Run 1, ports around the boundary:
Drawn at 2 px/um. Pins as bars across the die edge, other pins in gray.
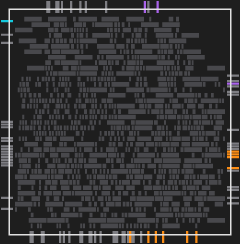
Run 1, register map, names as in the netlist:
Drawn at 2 px/um. Other sequential cells in the stronger gray, the rest of the logic in the fainter gray.
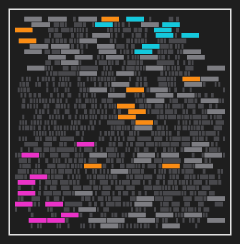
Run 1, wires at chosen ports, followed through buffers:
Drawn at 3 px/um.
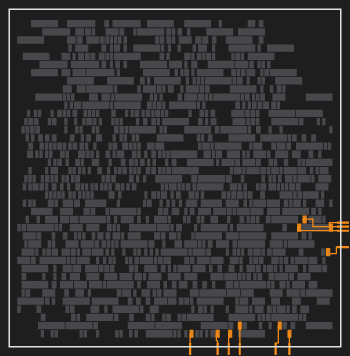
==> config.mk <==
export PLATFORM = sky130hd
export DESIGN_NAME = pong_frame_renderer
export DESIGN_NICKNAME = d
export VERILOG_FILES = /design/src/rtl/pong_frame_renderer.sv
export SDC_FILE = /design/constraint.sdc
export NUM_CORES = 1
export LEC_CHECK = 0
export ABC_AREA = 1
export CORE_AREA = 2 2 108 110
export DETAILED_ROUTE_END_ITERATION = 6
export DIE_AREA = 0 0 110 112
export DONT_BUFFER_PORTS = 1
export MAX_ROUTING_LAYER = met4
export PLACE_DENSITY = 0.78
export SETUP_SLACK_MARGIN = 0.3
export SYNTH_ARGS = -nofsm -noshare
export SYNTH_HDL_FRONTEND = slang
export SYNTH_SLANG_ARGS = --single-unit
==> constraint.sdc <==
create_clock -name clk -period 2.7 [get_ports clk]
set_clock_uncertainty 0.1 [all_clocks]
set_input_delay 0.54 -clock clk [delete_from_list [all_inputs] [get_ports clk]]
set_output_delay 0.54 -clock clk [all_outputs]
set_load 0.02 [all_outputs]
==> notes.md <==
Synthesis and place-and-route results.

- Counting the buffers created by CTS gives 9.
- Setup slack closes at 0.448 ns.
- The number of buffers between clock root and the deepest sink is 2.
- The arrival time reported for the critical path endpoint is 2.40 ns.
- The initial antenna violation count is 0.
- The global routing report lists met1 layer usage as 39.9%.
- The STA report counts the stages on the worst setup path as 12.
- Looking at the area split, the leading class of cells is logic gates.
- The met2 wirelength from detailed routing is 7190 um.
- TritonCTS built the clock tree.
- Per the post-synthesis report, the nets total 1,114.
- The proportion of synthesized chip area in sequential cells is 32.1%.
- The sequential cell area share is 30.5%.
- The slew at the pin closest to its max-slew limit is 0.471 ns.
- The number of sequential storage elements is 90.
- The detail route stage leaves a number of antenna-violating nets equal to 0.
- The number of placed instances, taps included is 1,079.
- The area taken by multi-input combinational cells is reported as 0.00421 sq mm.
- The layout has 9 clock buffers.
- The minimum period implied by the final worst setup slack is 2.25 ns.
- The CTS sink count is 90.
- Sorting the synthesized cells by area gives the leading types as sky130_fd_sc_hd__dfrtp_1 30%, sky130_fd_sc_hd__ha_1 16%, sky130_fd_sc_hd__nand2_1 13%.
- The checks that failed: hold timing.
- The required time of the critical path is 2.85 ns.
- The simple-gate share of the synthesized area is 28.2%.
- The detailed router placed 6,108 vias in this run.
- In this run the critical path is formed by inv_1, ha_1, nor3_2, nand3_1, xor2_1, ha_1, a21oi_1, or2_2, nand3_1, nor2_1, nand2_1, nor2_1.
- In the setup report, the worst path falls into the class register to register.
- The routed length on met1 is 7580 um.
- The final setup TNS is 0 ns.
- The count of final hold-check violations is 90.
- In this run the post-CTS setup repair buffer count came out at 0.
- Per the detail_route report, vias per standard cell equal 5.57.
- In the synthesized netlist, the cells that appear most often are 240 x sky130_fd_sc_hd__nand2_1, 111 x sky130_fd_sc_hd__inv_1, 91 x sky130_fd_sc_hd__nor2_1, 89 x sky130_fd_sc_hd__ha_1, 84 x sky130_fd_sc_hd__dfrtp_1.
- The peak supply drop is 0.000293 V.
- The core region is 0.0112 sq mm.
- After synthesis, the chip area reported by Yosys is 0.00704 sq mm.
- The most frequent cell after synthesis is sky130_fd_sc_hd__nand2_1.
- In the final layout, multi-input gates take up 56.9% of the cell area.
- The global routing report lists combined usage of all routing layers as 28.7%.
- Of the post-synthesis cell area, the part taken by muxes is 0%.
- The synthesized netlist devotes 3.23% of its cell area to XOR and XNOR gates.
- The register with the most flip-flops in the layout has 11 of them.
- In this run the cell area of the synthesized design comes to 0.00704 sq mm.
- The number of non-clock inverters in the layout is 115.
- For reference, the clock transition at the flip-flops on the worst setup and hold paths is 0.07 ns.
- The fmax is 444 MHz.
- The number of rows created at floorplan is 39.
- The tally of non-filler cells in the final layout is 1,096.
- The script reports the combined buffer and inverter count of the critical path as 1.
- Summed over all nets, the half-perimeter wirelength after detailed placement is 12,100 um.
- The worst-case register-to-register setup slack is 0.45 ns.
- The via count of the first global-routing pass was 5,728.
- The leading area contributor after synthesis is sky130_fd_sc_hd__dfrtp_1.
- For this run, combinational gates with multiple inputs come to 729.
- Wire segments on met3 add up to 958 um in the final route.
- The flow ran to the end, but the final reports show violations.
- By instance count after routing, the leading logic cell type is sky130_fd_sc_hd__nand2_1.
- The busiest layer in global routing is met2.
- The count of library flops with an enable pin is 0.
- The launching element type of the critical path is a register.
- Before placement the cells fill 63.0% of the core.
- The clock tree root driver cell is sky130_fd_sc_hd__clkbuf_16.
- For the completed layout, the total cell area is recorded as 0.00740 sq mm.
- The number of tap cells added at floorplan is 143.
- Per the synthesis report, the adder-cell share of the synthesized area is 15.8%.
- Ranking logic cells in the layout by count gives the top entries 239 x sky130_fd_sc_hd__nand2_1, 111 x sky130_fd_sc_hd__inv_1, 90 x sky130_fd_sc_hd__nor2_1.
- The total setup violations reported at the end of the flow is 0.
- The filler cell count is 1,005.
- The synthesized instance count is 954.
- Entering global routing, the biggest net connects 91 pins.
- For this sky-water flow run, the detailed-routed wirelength per cell is reported as 14.6 um.
- The max-slew violation total from the final report is 0.
- The relative contribution of combinational cells to total power is 7.7%.
- The routed layout reports a DRC error count of 0.
- The fraction of layout instances using a drive strength above 1 is 6.51%.
- The post-synthesis compound-gate area fraction is 12.3%.
- The wire length of the first global-routing pass is 27,100 um.
- Of all nets on the critical path, the largest fanout is 4.
- The script extracted a total leakage power of 3.81 nW.
- The repair_antennas step left the layout with diodes totalling 0.
- In this run the power density over the cells is 379 mW/mm^2.
- Setup repair after global routing could not meet its margin everywhere.
- The routed wire length is 15,900 um.
- The count of instantiated cells in the yosys netlist is 954.
- The relative area of non-clock buffer cells in the final design is 0.474%.
- Summing all placed instances gives a cell area of 0.00709 sq mm.
- The iteration count recorded for the first detailed-route pass is 5.
- Final hold analysis gives a worst-case slack of -0.224 ns.
- The cell-internal power is 2.08 mW.
- Broken down by cell family, the worst path's largest delay share belongs to simple AND/OR/NAND/NOR gates.
- The stage logs contain a warning count of 35.
- The min-delay analysis places its worst path in the category primary input to asynchronous set/reset pin.
- The number of gates resized after CTS was 0.
- The met2 capacity usage during global routing is 43.1%.
- After floorplanning, the die was sized to cover 0.0123 sq mm.
- The sort of element at the end of the critical path is a register.
- The largest power group is registers.
- The total overflow reported by the global router is 0.
- The clock distribution area overhead in the final layout is 3.84%.
- In this run, power in flip-flops and latches comes to 1.36 mW.
- Overall power consumption after layout is estimated at 2.81 mW.
- The per-instance average area after synthesis is 7.38 sq um.
- The highest metal layer carrying signal wires in the routed design is met4.
- The fraction of registers with async set or reset after synthesis is 100%.
- The power report lists the combinational group at 0.215 mW.
- The met3 global-route usage is 5.56%.
- Counting cells, the worst reg-to-reg path comes to 12.
- Among all flip-flop cells after synthesis, the most frequent one is sky130_fd_sc_hd__dfrtp_1.
- After the last flow step, the layout net total stands at 1,108.
- The net switching share of the total power is 26.0%.
- Checking max transition, the worst relative margin is 68.5%.
- The deepest level of the CTS H-tree is 3.
- The Yosys warning count is 0.
- The largest single stage delay on the critical path is 0.35 ns.
- Per the OpenROAD floorplan log, the width of the die is 110 um.
- Yosys mapped the design onto 39 distinct sky130hd cell types.
About 'ports around the boundary':
[orange] posbarraiy | pins: 10 | direction: input | edge: 6 bottom, 4 right
[purple] rgb | pins: 3 | direction: output | edge: 2 top, 1 right
[cyan] clk | pins: 1 | direction: input | edge: left
all pins by edge: 28 bottom, 19 right, 18 left, 12 top
number of buffers added on ports: 0
die y size: 112 um

About 'register map, names as in the netlist':
[cyan] fcnt | placed flops: 8
[orange] s1 | placed flops: 11 | where: spread over the die
[magenta] sh_bx | placed flops: 10 | where: lower left
register area: 0.00226 sq mm
final core area utilization: 66.2%

About 'wires at chosen ports, followed through buffers':
[orange] posbarraiy | direction: input | end cells: 10 | buffers: 0 | wire: 71.4 um
I/O pins: 77

Power figures rest on the tool's default switching activity, not on a simulated workload.
